**Run 1: supply network**

The bar under the picture is 50 um long. Pins as bars on the die edge. Tap cells in grey.
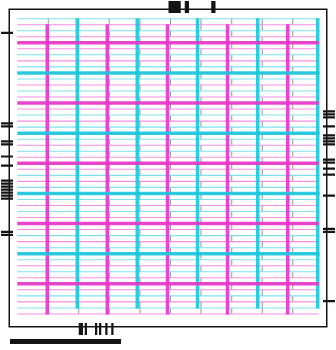
**Run 1: placement by cell class**

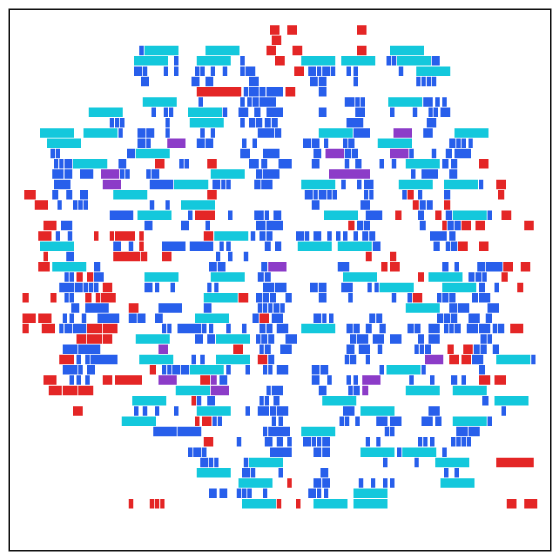
**Run 1: clock wires, drivers and flops**

The bar under the picture is 50 um long.
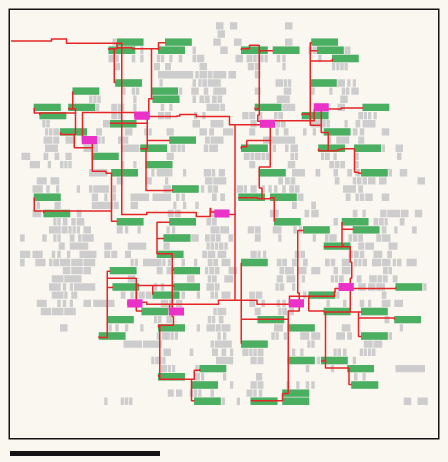
--- src/rtl/onehot_reg_bank_if.sv ---
`default_nettype none
// ---------------------------------------------------------------------------
// onehot_reg_bank_if : write/read/status bundle for the one-hot register bank
// Rev 1.0
// ---------------------------------------------------------------------------
interface onehot_reg_bank_if #(
  parameter int WIDTH     = 8,
  parameter int ERR_CNT_W = 4
);
  logic                 wr_en;
  logic [7:0]           wr_sel;
  logic [WIDTH-1:0]     wr_data;
  logic                 clr_valid;
  logic [2:0]           rd_addr_a;
  logic [2:0]           rd_addr_b;
  logic [WIDTH-1:0]     rd_data_a;
  logic [WIDTH-1:0]     rd_data_b;
  logic                 rd_valid_a;
  logic                 rd_valid_b;
  logic                 sel_err;
  logic [ERR_CNT_W-1:0] err_cnt;

  modport master (
    output wr_en, wr_sel, wr_data, clr_valid, rd_addr_a, rd_addr_b,
    input  rd_data_a, rd_data_b, rd_valid_a, rd_valid_b, sel_err, err_cnt
  );

  modport slave (
    input  wr_en, wr_sel, wr_data, clr_valid, rd_addr_a, rd_addr_b,
    output rd_data_a, rd_data_b, rd_valid_a, rd_valid_b, sel_err, err_cnt
  );
endinterface
`default_nettype wire

--- src/rtl/onehot_reg_bank.sv ---
`default_nettype none
// ---------------------------------------------------------------------------
// onehot_reg_bank : 8-entry register bank, one-hot write select with
//                   illegal-select detection and two combinational read ports
// Rev 1.0
// ---------------------------------------------------------------------------
module onehot_reg_bank #(
  parameter int WIDTH     = 8,
  parameter int ERR_CNT_W = 4,
  parameter int ZERO_REG  = 0
) (
  input  wire logic          clk,
  input  wire logic          rst_n,
  onehot_reg_bank_if.slave   bus
);
  localparam int                   c_ENTRIES = 8;
  localparam logic [ERR_CNT_W-1:0] c_CNT_MAX = '1;

  logic                 w_onehot;
  logic                 w_legal;
  logic                 w_illegal;
  logic [WIDTH-1:0]     w_data_view [c_ENTRIES];
  logic [c_ENTRIES-1:0] w_valid_view;
  logic                 r_sel_err;
  logic [ERR_CNT_W-1:0] r_err_cnt;

  // x & (x-1) clears the lowest set bit; zero result means at most one bit set
  assign w_onehot  = (bus.wr_sel != 8'h00) &&
                     ((bus.wr_sel & (bus.wr_sel - 8'd1)) == 8'h00);
  assign w_legal   = bus.wr_en &&  w_onehot;
  assign w_illegal = bus.wr_en && !w_onehot;

  genvar i;
  generate
    for (i = 0; i < c_ENTRIES; i++) begin : g_entry
      if ((ZERO_REG != 0) && (i == 0)) begin : g_zero
        assign w_data_view[i]  = '0;
        assign w_valid_view[i] = 1'b1;
      end else begin : g_reg
        logic [WIDTH-1:0] r_data;
        logic             r_valid;

        always_ff @(posedge clk or negedge rst_n) begin
          if (!rst_n) begin
            r_data  <= '0;
            r_valid <= 1'b0;
          end else begin
            if (w_legal && bus.wr_sel[i]) begin
              r_data  <= bus.wr_data;
              r_valid <= 1'b1;
            end else if (bus.clr_valid) begin
              r_valid <= 1'b0;
            end
          end
        end

        assign w_data_view[i]  = r_data;
        assign w_valid_view[i] = r_valid;
      end
    end
  endgenerate

  always_ff @(posedge clk or negedge rst_n) begin
    if (!rst_n) begin
      r_sel_err <= 1'b0;
      r_err_cnt <= '0;
    end else begin
      r_sel_err <= w_illegal;
      if (w_illegal && (r_err_cnt != c_CNT_MAX)) begin
        r_err_cnt <= r_err_cnt + 1'b1;
      end
    end
  end

  // Reads come straight from stored state: no bypass of the in-flight write
  assign bus.rd_data_a  = w_data_view[bus.rd_addr_a];
  assign bus.rd_data_b  = w_data_view[bus.rd_addr_b];
  assign bus.rd_valid_a = w_valid_view[bus.rd_addr_a];
  assign bus.rd_valid_b = w_valid_view[bus.rd_addr_b];
  assign bus.sel_err    = r_sel_err;
  assign bus.err_cnt    = r_err_cnt;

endmodule
`default_nettype wire

--- src/flat_wrapper.sv ---
// flat-port wrapper written by rule: the top's interface ports become plain ports
module onehot_reg_bank_flat 
#(
  parameter int WIDTH     = 8,
  parameter int ERR_CNT_W = 4,
  parameter int ZERO_REG  = 0
)
  (clk, rst_n, bus_wr_en, bus_wr_sel, bus_wr_data, bus_clr_valid, bus_rd_addr_a, bus_rd_addr_b, bus_rd_data_a, bus_rd_data_b, bus_rd_valid_a, bus_rd_valid_b, bus_sel_err, bus_err_cnt);
  onehot_reg_bank_if #(.WIDTH(WIDTH), .ERR_CNT_W(ERR_CNT_W)) bus_i ();
  input  wire logic clk;
  input  wire logic rst_n;
  input wire logic [$bits(bus_i.wr_en)-1:0] bus_wr_en;
  input wire logic [$bits(bus_i.wr_sel)-1:0] bus_wr_sel;
  input wire logic [$bits(bus_i.wr_data)-1:0] bus_wr_data;
  input wire logic [$bits(bus_i.clr_valid)-1:0] bus_clr_valid;
  input wire logic [$bits(bus_i.rd_addr_a)-1:0] bus_rd_addr_a;
  input wire logic [$bits(bus_i.rd_addr_b)-1:0] bus_rd_addr_b;
  output wire logic [$bits(bus_i.rd_data_a)-1:0] bus_rd_data_a;
  output wire logic [$bits(bus_i.rd_data_b)-1:0] bus_rd_data_b;
  output wire logic [$bits(bus_i.rd_valid_a)-1:0] bus_rd_valid_a;
  output wire logic [$bits(bus_i.rd_valid_b)-1:0] bus_rd_valid_b;
  output wire logic [$bits(bus_i.sel_err)-1:0] bus_sel_err;
  output wire logic [$bits(bus_i.err_cnt)-1:0] bus_err_cnt;
  assign bus_i.wr_en = bus_wr_en;
  assign bus_i.wr_sel = bus_wr_sel;
  assign bus_i.wr_data = bus_wr_data;
  assign bus_i.clr_valid = bus_clr_valid;
  assign bus_i.rd_addr_a = bus_rd_addr_a;
  assign bus_i.rd_addr_b = bus_rd_addr_b;
  assign bus_rd_data_a = bus_i.rd_data_a;
  assign bus_rd_data_b = bus_i.rd_data_b;
  assign bus_rd_valid_a = bus_i.rd_valid_a;
  assign bus_rd_valid_b = bus_i.rd_valid_b;
  assign bus_sel_err = bus_i.sel_err;
  assign bus_err_cnt = bus_i.err_cnt;
  onehot_reg_bank #(.WIDTH(WIDTH), .ERR_CNT_W(ERR_CNT_W), .ZERO_REG(ZERO_REG)) u_core (.clk(clk), .rst_n(rst_n), .bus(bus_i));
endmodule
--- config.mk ---
export PLATFORM = sky130hd
export DESIGN_NAME = onehot_reg_bank_flat
export DESIGN_NICKNAME = d
export VERILOG_FILES = /design/src/rtl/onehot_reg_bank_if.sv /design/src/rtl/onehot_reg_bank.sv /design/src/flat_wrapper.sv
export SDC_FILE = /design/constraint.sdc
export NUM_CORES = 1
export LEC_CHECK = 0
export ABC_AREA = 1
export CAP_MARGIN = 20
export CORE_MARGIN = 3
export CORE_UTILIZATION = 25
export CTS_BUF_LIST = sky130_fd_sc_hd__clkbuf_4 sky130_fd_sc_hd__clkbuf_8
export CTS_CLUSTER_DIAMETER = 80
export DETAILED_ROUTE_END_ITERATION = 8
export GPL_TIMING_DRIVEN = 0
export PLACE_DENSITY = 0.39
export SYNTH_ARGS = -nofsm -noshare
export SYNTH_HDL_FRONTEND = slang
export SYNTH_SLANG_ARGS = --single-unit
--- constraint.sdc ---
create_clock -name clk -period 1.5 [get_ports clk]
set_clock_uncertainty 0.15 [all_clocks]
set_input_delay 0.15 -clock clk [delete_from_list [all_inputs] [get_ports clk]]
set_output_delay 0.15 -clock clk [all_outputs]
set_load 0.02 [all_outputs]
==> impl_metrics.py, run 1 <==
# Synthesis and PnR figures
metrics = {
    "logic_synthesis": {
        "synth_top_area_share_pct": 41.3,
        "syn_avg_cell_area_um2": 7.46,
        "top_cells_by_area": "dfrtp_1 (41%), nand2_1 (14%), nand4_1 (9.0%)",
        "netlist_instances": 626,
        "syn-cell-area_um2": 4670,
    },
    "power": {
        "internal_power_mw": 3.61,
        "power.density_nw_per_um2": 908,
    },
    "critical_path": {
        "crit_fanout": 3,
        "cp_num_cells": 5,
    },
    "floorplanning": {
        "ios": 49,
        "nWellTaps": 229,
        "die_w_um": 143,
        "die_y_um": 143,
    },
    "timing": {
        "slew_headroom_pct": 50.1,
        "finalWorstSetupSlack_ns": -0.346,
        "tns_ns": -4.44,
        "fin_hold_ws_ns": 0.0303,
        "finalSetupViolations": 18,
    },
    "final_layout": {
        "largest_register_ffs": 64,
        "nonClkBufAreaFrac_pct": 14.0,
        "seq_area_um2": 1930,
    },
    "drt": {
        "routed_via_density": 5.21,
        "wl_mm": 19.1,
        "met1_length_mm": 8.73,
        "drt_iter0_drc": 295,
    },
    "outcome": {
        "status": "finished, violations left",
        "violations": "setup timing",
    },
}
## Picture notes: 'supply network'
| colour | net |
|---|---|
| magenta | VSS |
| cyan | VDD |
tap cells: 229
signal pins: 49
met4 straps: 10
met5 straps: 9
met1 rails: 50

## Picture notes: 'placement by cell class'
| colour | class | cells | share of their area |
|---|---|---|---|
| purple | clock drivers and dummy loads | 15 | 3.5% |
| cyan | flops | 77 | 33% |
| red | other buffers and delay cells | 109 | 15% |
| blue | combinational and other logic | 498 | 48% |
fin area: 6050 um^2
fin util: 33.3%

## Picture notes: 'clock wires, drivers and flops'
[magenta] clock drivers | count: 9
[green] flip-flops | count: 77
[red] clock wires | length: 1,240 um
routed clock nets: 10
Clock power frac: 30.3%
clk_lat worst skew: 0.38 ns
Clk. pwr: 1.66 mW

[run 1: kinds of logic after synthesis]
| family | share of synthesized area (%) |
|---|---|
| AND-OR/OR-AND | 18.7 |
| XOR/XNOR | 0.375 |
| adder cells (fa/ha/maj) | 0.268 |
| buffers and inverters | 9.44 |
| flip-flops | 41.3 |
| AND/OR/NAND/NOR | 30.0 |
[run 1: repair_timing]
| action | CTS | global route |
|---|---|---|
| resized | 205 | 67 |
| endpoints found under the setup margin | 99 | 72 |
| buffers inserted | 7 | 12 |
| pin swaps | 30 | 31 |
| endpoints found under the hold margin | 77 | 0 |
| hold buffers | 1 | 0 |
| gates cloned | 2 | 0 |
**Run 1: clock nets**

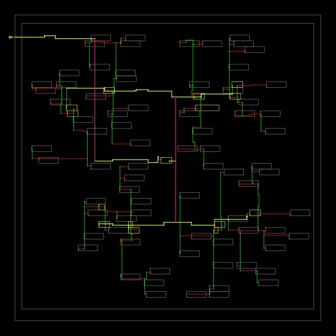

==> run 1 -> run 2 <==
GPL_TIMING_DRIVEN = 1   (was 0)
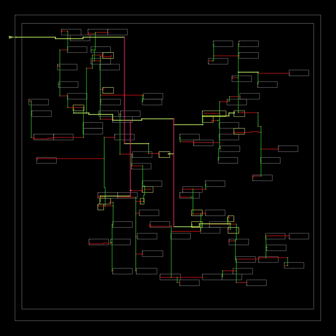
**Above:** run 2 (clock nets).
CLK BUF: 13
clock sinks: 77

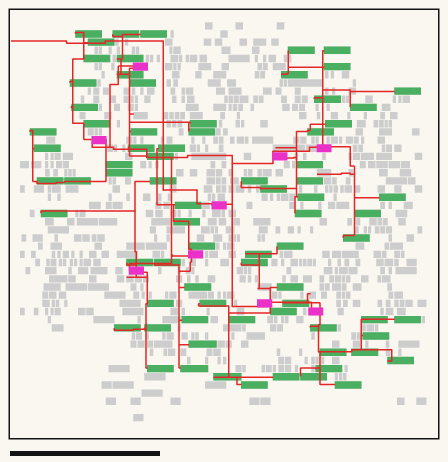
**Above:** run 2 (clock wires, drivers and flops).
The bar under the picture is 50 um long.
[red] clock wires | length: 1,290 um
[green] flip-flops | count: 77
[magenta] clock drivers | count: 9
routed clock nets: 10
flops lie: widely spread

==> impl_metrics.py, run 2 <==
# Synthesis and PnR figures
metrics = {
    "logic_synthesis": {
        "syn_avg_cell_area_um2": 7.46,
        "edf_count": 0,
        "syn-cell-area_um2": 4670,
        "synthTopLogicFamily": "simple AND/OR/NAND/NOR gates",
        "ys_sh_aoi_pct": 18.7,
        "netlist_instances": 626,
        "synth_nets": 653,
        "ys_sh_simple_pct": 30.0,
        "synth_top_area_share_pct": 41.3,
        "top_cells_by_area": "dfrtp_1 (41%), nand2_1 (14%), nand4_1 (9.0%)",
        "synthXorXnorAreaFrac_pct": 0.375,
        "mux_share_pct": 0,
    },
    "final_layout": {
        "seq_area_um2": 1930,
        "final_cell_area_um2": 6760,
        "nonClkBufAreaFrac_pct": 22.5,
        "largest_register_ffs": 64,
    },
    "timing": {
        "rsz0062_at_grt": "yes",
        "finalWorstSetupSlack_ns": -0.241,
        "slew_headroom_pct": 74.5,
        "finalSetupViolations": 18,
        "fin_hold_ws_ns": 0.0788,
    },
    "drt": {
        "wl_mm": 18.5,
        "routed_via_density": 5.02,
        "drt_iter0_drc": 368,
    },
    "power": {
        "switching_share_pct": 33.2,
        "power_switching_mw": 1.92,
        "power.density_nw_per_um2": 855,
        "internal_power_mw": 3.86,
        "pg_clk_mw": 1.76,
        "p_clk_share_pct": 30.4,
    },
    "global_routing": {
        "grt_use_total_pct": 18.4,
    },
    "outcome": {
        "violations": "setup timing",
        "status": "finished, violations left",
    },
    "clock_network": {
        "clk_latency_ns": 0.37,
        "clk_pin_slew_ns": 0.08,
        "post_cts_buffers": 16,
        "ctsHoldBuffers": 1,
        "cts_resized": 199,
    },
    "floorplanning": {
        "ios": 49,
        "die_w_um": 143,
        "nWellTaps": 229,
        "die_y_um": 143,
        "die-area_um2": 20300,
    },
    "critical_path": {
        "cp_num_cells": 5,
        "crit_fanout": 2,
        "worst_path_max_delay_cell": "dfrtp_1",
    },
    "place": {
        "port-buffer-count": 48,
    },
}
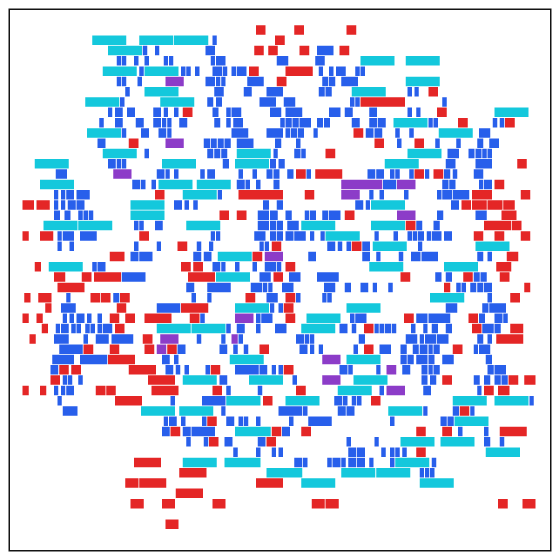
**Above:** run 2 (placement by cell class).
| colour | class | cells | share of their area |
|---|---|---|---|
| purple | clock drivers and dummy loads | 16 | 3.3% |
| blue | combinational and other logic | 500 | 43% |
| cyan | flops | 77 | 30% |
| red | other buffers and delay cells | 158 | 23% |
fin util: 37.2%
flop share of the area: 28.6%

-- run 2: per-layer routing --
| metal | track usage [%] | vias to the layer above | routed length [um] |
|---|---|---|---|
| li1 | - | 2397 | - |
| met1 | 24.3 | 2355 | 8150 |
| met2 | 31.2 | 143 | 9110 |
| met3 | 3.55 | 23 | 923 |
| met4 | 4.70 | 0 | 334 |
| met5 | 0 | - | 0 |
-- run 2: per-stage QoR --
step	TNS (ns)	util, %	cells
floorplan	0	-	626
global placement	-55.50	33.3	930
detailed placement	-56.82	33.3	930
CTS	-4.36	36.3	969
global route	-5.19	37.2	980
finish	-3.77	37.2	980
-- run 2: worst reg2reg max path, cell delays in order (launching register included) --
cell	delay [ns]
dfrtp_1	0.43
ha_1	0.25
nand3_1	0.15
nand3_2	0.13
nand2_1	0.08
nand2_1	0.05
**Run 2: signal wires by layer**

The bar under the picture is 50 um long. Only two layers are drawn.
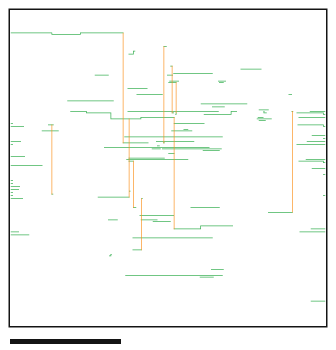

==> run 2 -> run 3 <==
CAP_MARGIN = unset   (was 20)
CORE_UTILIZATION = 64   (was 25)
PLACE_DENSITY = 0.86   (was 0.39)
clock period = 2.2 ns   (was 1.5 ns; I/O delays follow)
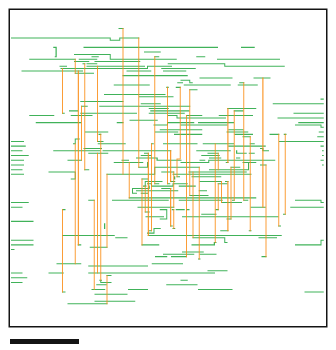
**Above:** run 3 (signal wires by layer).
The bar under the picture is 20 um long. Only two layers are drawn.
| colour | layer | wire length |
|---|---|---|
| green | metal 3 | 1,620 um |
| orange | metal 4 | 1,030 um |
Tot GR Track Use: 37.0%
DR vias: 5,068
DRT Wirelength: 15.0 mm

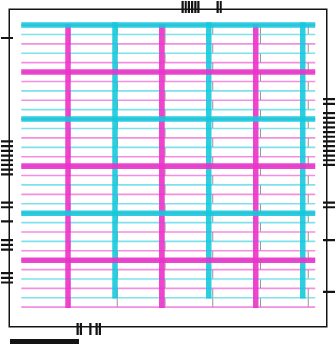
**Above:** run 3 (supply network).
The bar under the picture is 20 um long. Pins as bars on the die edge. Tap cells in grey.
| colour | net |
|---|---|
| cyan | VDD |
| magenta | VSS |
tap cells: 96
met4 straps: 6
rows: 30

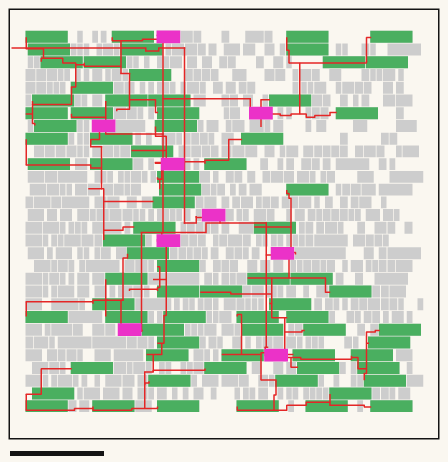
**Above:** run 3 (clock wires, drivers and flops).
The bar under the picture is 20 um long.
[magenta] clock drivers | count: 9
[green] flip-flops | count: 77
[red] clock wires | length: 931 um
routed clock nets: 10
flops lie: widely spread
clk_lat worst skew: 0.36 ns
Clock power frac: 32.3%

==> impl_metrics.py, run 3 <==
# Synthesis and PnR figures
metrics = {
    "power": {
        "internal_power_mw": 2.56,
        "pg_clk_mw": 1.22,
        "power.density_nw_per_um2": 664,
        "power_switching_mw": 1.22,
    },
    "logic_synthesis": {
        "syn_avg_cell_area_um2": 7.46,
        "syn-cell-area_um2": 4670,
        "ys_sh_aoi_pct": 18.7,
        "synthXorXnorAreaFrac_pct": 0.375,
        "edf_count": 0,
        "ys_sh_simple_pct": 30.0,
        "netlist_instances": 626,
        "mux_share_pct": 0,
        "top_cells_by_area": "dfrtp_1 (41%), nand2_1 (14%), nand4_1 (9.0%)",
        "synthTopLogicFamily": "simple AND/OR/NAND/NOR gates",
        "synth_nets": 653,
        "synth_top_area_share_pct": 41.3,
    },
    "floorplanning": {
        "die_y_um": 91.4,
        "die-area_um2": 8350,
        "ios": 49,
    },
    "timing": {
        "fin_hold_ws_ns": 0.149,
        "rsz0062_at_grt": "no",
        "finalWorstSetupSlack_ns": 0.0267,
        "tns_ns": 0,
        "finalSetupViolations": 0,
    },
    "final_layout": {
        "largest_register_ffs": 64,
        "post-route-util_pct": 82.1,
        "final_cell_area_um2": 5700,
    },
    "drt": {
        "met1_length_mm": 5.57,
        "routed_via_density": 6.43,
        "drt_iter0_drc": 606,
        "met2WireLength_mm": 6.77,
        "highest_layer": "met4",
    },
    "place": {
        "placed_cells": 771,
        "port-buffer-count": 48,
    },
    "clock_network": {
        "post_cts_buffers": 0,
        "cts.sinks": 77,
        "clk_pin_slew_ns": 0.09,
    },
    "critical_path": {
        "crit_fanout": 23,
        "worst_path_max_delay_cell": "clkdlybuf4s50_1",
    },
    "global_routing": {
        "use_met3_pct": 8.29,
        "grt_use_met2_pct": 57.0,
    },
    "outcome": {
        "status": "complete, no violations",
    },
}
-- run 3: tightest hold or removal path, cell delays in order --
cell	delay (ns)
buf_2	0.24
inv_1	0.12
nor2_2	0.05
-- run 3: timing repair --
| item | in CTS | in global routing |
|---|---|---|
| setup endpoints to repair | 18 | 15 |
| hold buffers | 1 | 0 |
| gates resized | 52 | 26 |
| endpoints found under the hold margin | 36 | 0 |
-- run 3: cell type report --
type	count	area, um^2	share of cell area [%]
Sequential cell	77	1930	33.8
Clock buffer	10	131	2.31
Multi-Input combinational cell	451	2310	40.5
Timing Repair Buffer	102	947	16.6
Inverter	46	173	3.03
Tap cell	96	120	2.11
Clock inverter	6	93.8	1.65
No activity file was given, so power comes from the tool's default toggle rates.
